File: config.mk
export PLATFORM = sky130hd
export DESIGN_NAME = ddr3_ca_delay_ctrl
export DESIGN_NICKNAME = d
export VERILOG_FILES = /design/src/rtl/ddr3_ca_delay_ctrl.sv
export SDC_FILE = /design/constraint.sdc
export NUM_CORES = 1
export LEC_CHECK = 0
export CORE_ASPECT_RATIO = 0.7
export CORE_MARGIN = 2
export CORE_UTILIZATION = 49
export DETAILED_ROUTE_END_ITERATION = 10
export PLACE_DENSITY = 0.81
export SLEW_MARGIN = 30
export SYNTH_ARGS = -nofsm -noshare
export SYNTH_HDL_FRONTEND = slang
export SYNTH_SLANG_ARGS = --single-unit
File: constraint.sdc
create_clock -name FAB_CLK -period 5.28 [get_ports FAB_CLK]
set_input_delay 0.528 -clock FAB_CLK [delete_from_list [all_inputs] [get_ports FAB_CLK]]
set_output_delay 0.528 -clock FAB_CLK [all_outputs]
set_load 0.02 [all_outputs]
File: src/rtl/ddr3_ca_delay_ctrl.sv
`default_nettype none
// ============================================================================
// Module  : ddr3_ca_delay_ctrl
// Purpose : Delay-line sequencer for the DDR3 address/command IOD lanes.
//           Turns inc/dec/load/query requests into timed MOVE/DIRECTION/LOAD
//           pulses, waits for settle, checks the range flag and keeps a
//           shadow tap count per lane.
// Rev     : 1.0  initial release
// ============================================================================
module ddr3_ca_delay_ctrl #(
  parameter int NUM_LANES     = 15,
  parameter int TAP_W         = 8,
  parameter int INIT_TAP      = 1,
  parameter int SETTLE_CYCLES = 4,
  localparam int LANE_W       = (NUM_LANES > 1) ? $clog2(NUM_LANES) : 1
) (
  input  logic                       FAB_CLK,
  input  logic                       ARST,
  input  logic                       REQ_VALID,
  output logic                       REQ_READY,
  input  logic [LANE_W-1:0]          REQ_LANE,
  input  logic [1:0]                 REQ_OP,
  input  logic [TAP_W-1:0]           REQ_STEPS,
  output logic                       BUSY,
  output logic                       DONE,
  output logic [1:0]                 DONE_STATUS,
  output logic [TAP_W-1:0]           DONE_TAP,
  output logic [NUM_LANES-1:0]       DELAY_LINE_MOVE,
  output logic [NUM_LANES-1:0]       DELAY_LINE_DIRECTION,
  output logic [NUM_LANES-1:0]       DELAY_LINE_LOAD,
  input  logic [NUM_LANES-1:0]       DELAY_LINE_OUT_OF_RANGE,
  output logic [NUM_LANES*TAP_W-1:0] TAP_VALUE
);

  localparam int CNT_W = (SETTLE_CYCLES > 1) ? $clog2(SETTLE_CYCLES) : 1;
  localparam logic [CNT_W-1:0] SETTLE_LAST = CNT_W'(SETTLE_CYCLES - 1);
  localparam logic [TAP_W-1:0] TAP_INIT    = TAP_W'(INIT_TAP);
  localparam logic [TAP_W-1:0] TAP_MAX     = '1;

  localparam logic [2:0] ST_IDLE   = 3'd0;
  localparam logic [2:0] ST_SETUP  = 3'd1;
  localparam logic [2:0] ST_MOVE   = 3'd2;
  localparam logic [2:0] ST_SETTLE = 3'd3;
  localparam logic [2:0] ST_CHECK  = 3'd4;
  localparam logic [2:0] ST_LDP    = 3'd5;
  localparam logic [2:0] ST_RESP   = 3'd6;

  localparam logic [1:0] OP_INC  = 2'b00;
  localparam logic [1:0] OP_LOAD = 2'b10;
  localparam logic [1:0] OP_QRY  = 2'b11;

  logic [2:0]        state;
  logic [LANE_W-1:0] lane_r;
  logic [1:0]        op_r;
  logic [TAP_W-1:0]  rem_r;
  logic [CNT_W-1:0]  cnt_r;
  logic [1:0]        status_r;
  logic              ready_en;
  logic [TAP_W-1:0]  taps [NUM_LANES];

  logic                 lane_ok;
  logic                 req_lane_ok;
  logic                 is_inc;
  logic [TAP_W-1:0]     cur_tap;
  logic                 at_limit;
  logic                 oor;
  logic [NUM_LANES-1:0] lane_hot;

  // Decode of the latched request and the selected lane's shadow tap
  always_comb begin
    lane_ok     = ({1'b0, lane_r}   < (LANE_W+1)'(NUM_LANES));
    req_lane_ok = ({1'b0, REQ_LANE} < (LANE_W+1)'(NUM_LANES));
    is_inc      = (op_r == OP_INC);
    cur_tap     = lane_ok ? taps[lane_r] : '0;
    at_limit    = is_inc ? (cur_tap == TAP_MAX) : (cur_tap == '0);
    oor         = lane_ok ? DELAY_LINE_OUT_OF_RANGE[lane_r] : 1'b0;
    lane_hot    = NUM_LANES'(1) << lane_r;
  end

  // Sequencer FSM; limit check happens in MOVE before any pulse is issued
  always_ff @(posedge FAB_CLK or posedge ARST) begin
    if (ARST) begin
      state    <= ST_IDLE;
      lane_r   <= '0;
      op_r     <= '0;
      rem_r    <= '0;
      cnt_r    <= '0;
      status_r <= '0;
      ready_en <= 1'b0;
    end else begin
      ready_en <= 1'b1;
      case (state)
        ST_IDLE: begin
          if (REQ_VALID && REQ_READY) begin
            lane_r   <= REQ_LANE;
            op_r     <= REQ_OP;
            rem_r    <= REQ_STEPS;
            status_r <= 2'b00;
            if (!req_lane_ok) begin
              status_r <= 2'b10;
              state    <= ST_RESP;
            end else if (REQ_OP == OP_QRY || (!REQ_OP[1] && REQ_STEPS == '0)) begin
              state <= ST_RESP;
            end else if (REQ_OP == OP_LOAD) begin
              state <= ST_LDP;
            end else begin
              state <= ST_SETUP;
            end
          end
        end
        ST_SETUP: state <= ST_MOVE;
        ST_MOVE: begin
          if (at_limit) begin
            status_r <= 2'b01;
            state    <= ST_RESP;
          end else begin
            cnt_r <= SETTLE_LAST;
            state <= ST_SETTLE;
          end
        end
        ST_LDP: begin
          cnt_r <= SETTLE_LAST;
          state <= ST_SETTLE;
        end
        ST_SETTLE: begin
          if (cnt_r == '0) state <= ST_CHECK;
          else             cnt_r <= cnt_r - 1'b1;
        end
        ST_CHECK: begin
          if (op_r == OP_LOAD) begin
            state <= ST_RESP;
          end else if (oor) begin
            status_r <= 2'b01;
            state    <= ST_RESP;
          end else begin
            rem_r <= rem_r - 1'b1;
            state <= (rem_r == TAP_W'(1)) ? ST_RESP : ST_MOVE;
          end
        end
        ST_RESP: state <= ST_IDLE;
        default: state <= ST_IDLE;
      endcase
    end
  end

  // Shadow taps: reload on LOAD pulse, step once per in-range CHECK after a move
  always_ff @(posedge FAB_CLK or posedge ARST) begin
    if (ARST) begin
      for (int i = 0; i < NUM_LANES; i++) taps[i] <= TAP_INIT;
    end else if (state == ST_LDP) begin
      taps[lane_r] <= TAP_INIT;
    end else if (state == ST_CHECK && !op_r[1] && !oor) begin
      taps[lane_r] <= is_inc ? taps[lane_r] + 1'b1 : taps[lane_r] - 1'b1;
    end
  end

  // Handshake, completion and per-lane IOD pulse outputs decoded from state
  always_comb begin
    REQ_READY   = (state == ST_IDLE) && ready_en;
    BUSY        = (state != ST_IDLE);
    DONE        = (state == ST_RESP);
    DONE_STATUS = DONE ? status_r : 2'b00;
    DONE_TAP    = DONE ? cur_tap : '0;
    DELAY_LINE_MOVE      = (state == ST_MOVE && !at_limit) ? lane_hot : '0;
    DELAY_LINE_LOAD      = (state == ST_LDP) ? lane_hot : '0;
    DELAY_LINE_DIRECTION = (is_inc && (state == ST_SETUP || state == ST_MOVE ||
                            state == ST_SETTLE || state == ST_CHECK)) ? lane_hot : '0;
  end

  generate
    for (genvar g = 0; g < NUM_LANES; g++) begin : g_pack
      assign TAP_VALUE[g*TAP_W +: TAP_W] = taps[g];
    end
  endgenerate

endmodule
`default_nettype wire
Routed metal per tile:
Bar = 50 um. 31 x 22 tiles, from dark purple (low) to yellow (high), scaled to the fullest tile. Values are wire area over tile area, all layers added.
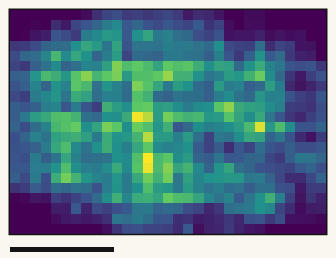
mean over tiles: 0.29
nearly empty tiles: 8.4%
emptiest ninth of the die: upper right

Cell classes on the final placement:
Bar = 50 um.
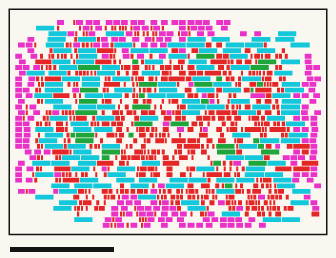
| color | class | cells | share of their area |
|---|---|---|---|
| red | all other logic | 597 | 37% |
| magenta | other buffers and delay cells | 219 | 22% |
| cyan | flip-flops | 142 | 35% |
| green | clock drivers and dummy loads | 32 | 5.9% |

registers in the layout, summed over array words and instances (netlist names):
signal	cells
TAP_VALUE	120
rem_r	8
lane_r	4
state	3
cnt_r	2
op_r	2
status_r	2
ready_en	1
Yosys cell counts (3+ instances only):
| cell | count | share of area, % |
|---|---|---|
| ha_1 | 9 | 1.5 |
| buf_2 | 8 | 0.53 |
| mux2_2 | 3 | 0.45 |
| mux2i_1 | 14 | 1.8 |
| buf_6 | 6 | 0.89 |
| a22o_1 | 33 | 3.8 |
| and3_1 | 3 | 0.25 |
| nor2b_1 | 6 | 0.50 |
| or2_2 | 3 | 0.25 |
| o21ai_1 | 66 | 4.4 |
| a22oi_1 | 4 | 0.40 |
| o22ai_1 | 8 | 0.66 |
| clkbuf_1 | 26 | 1.3 |
| dfstp_2 | 15 | 5.2 |
| mux2_1 | 4 | 0.59 |
| buf_4 | 4 | 0.40 |
| o22a_1 | 4 | 0.46 |
| xnor2_1 | 6 | 0.69 |
| mux4_2 | 22 | 6.5 |
| nand2_1 | 133 | 6.6 |
| o21ai_0 | 12 | 0.79 |
| o21bai_1 | 3 | 0.30 |
| nand2b_1 | 3 | 0.25 |
| inv_1 | 20 | 0.99 |
| or3_1 | 5 | 0.41 |
| nand4_1 | 4 | 0.33 |
| nor4_1 | 4 | 0.33 |
| a21oi_1 | 49 | 3.2 |
| nor2_1 | 92 | 4.6 |
| a221oi_1 | 3 | 0.35 |
| a32o_1 | 15 | 2.0 |
| nor3_1 | 8 | 0.53 |
| and2_1 | 5 | 0.41 |
| nand3b_1 | 3 | 0.30 |
| o2bb2ai_1 | 3 | 0.35 |
| o31a_1 | 3 | 0.35 |
| nand3_1 | 8 | 0.53 |
| o31ai_1 | 5 | 0.50 |
| dfrtp_1 | 127 | 42 |
layout make-up:
cell class / instances / share of cell area [%]
clock buffers: 17 / 4.10
clock inverters: 15 / 1.71
repair buffers: 219 / 21.0
multi-input cells: 577 / 35.6
well taps: 195 / 2.35
flip-flops and latches: 142 / 34.4
inverters: 20 / 0.795
per-layer routing:
layer | GRT usage (%) | up-vias
met3 | 10.9 | 59
met2 | 46.8 | 593
met5 | 0 | -
met1 | 49.5 | 3628
li1 | - | 3213
met4 | 9.85 | 0
worst paths after layout:
path                             startpoint                  end  depth (start not counted)
worst max-delay path              lane_r[0]  DELAY_LINE_MOVE[10]                          9
worst min-delay path            status_r[1]          status_r[1]                          1
worst max register to register    lane_r[0]       TAP_VALUE[102]                         13
worst min register to register  status_r[1]          status_r[1]                          1
max in group asynchronous              ARST       TAP_VALUE[115]                          3
min in group asynchronous              ARST             rem_r[6]                          2
layout by cell type (no fill, tap or decap), drive strengths merged, types with 6 or more instances in the layout:
master           n
nand2          133
o21ai           78
nor2            94
and2             6
mux2i           14
a21oi           49
clkdlybuf4s50  209
ha               9
clkbuf          17
buf             10
inv             26
o22ai            8
mux4            22
a32o            15
a22o            33
nor3             9
nor2b            6
o31ai            6
dfrtp          127
mux2             8
nand3            9
dfstp           15
xnor2            6
==> flow_summary.json <==
{
  "syn_area_per_cell_sq_um": 9.65,
  "synth_seq_share_pct": 47.2,
  "status": "complete, no violations",
  "grt_max_degree": 103,
  "powerDensity_mw_per_mm2": 631,
  "synth.distinct_cells": 68,
  "nNetsFinal": 1019,
  "cts-htree-levels": 4,
  "setup_viol": 0,
  "antenna_found_initial": 0,
  "drive_above_1_share_pct": 10.2,
  "fin_tns_setup_ns": 0,
  "fin_cells": 1185,
  "wl_per_cell_um": 23.3,
  "drtIter0Drc": 818,
  "die_h_um": 108,
  "post-route-util_pct": 69.7,
  "overflow": 0,
  "p_int_mw": 3.56,
  "fillers": 1156,
  "synth_flop_count": 142,
  "ys_dominant_reg_cell": "dfrtp_1",
  "hpwl_mm": 19.9,
  "pre_cts_ws_ns": 0.942,
  "wl_met2_mm": 11.7,
  "cts_setup_buffers": 0,
  "maxPowerGroup": "combinational cells",
  "cts_buffers": 17,
  "wl_met1_mm": 11.5,
  "seq_area_sq_mm": 0.00357,
  "cts_max_path_buffers": 2,
  "ant_nets": 0,
  "initial_core_util_pct": 50.8,
  "diodes": 0,
  "finClkSkew_ns": 0.0112,
  "routed_wl_mm": 27.7,
  "die_x_um": 153,
  "ios": 210,
  "crit_slowest_cell": "dfrtp_2"
}
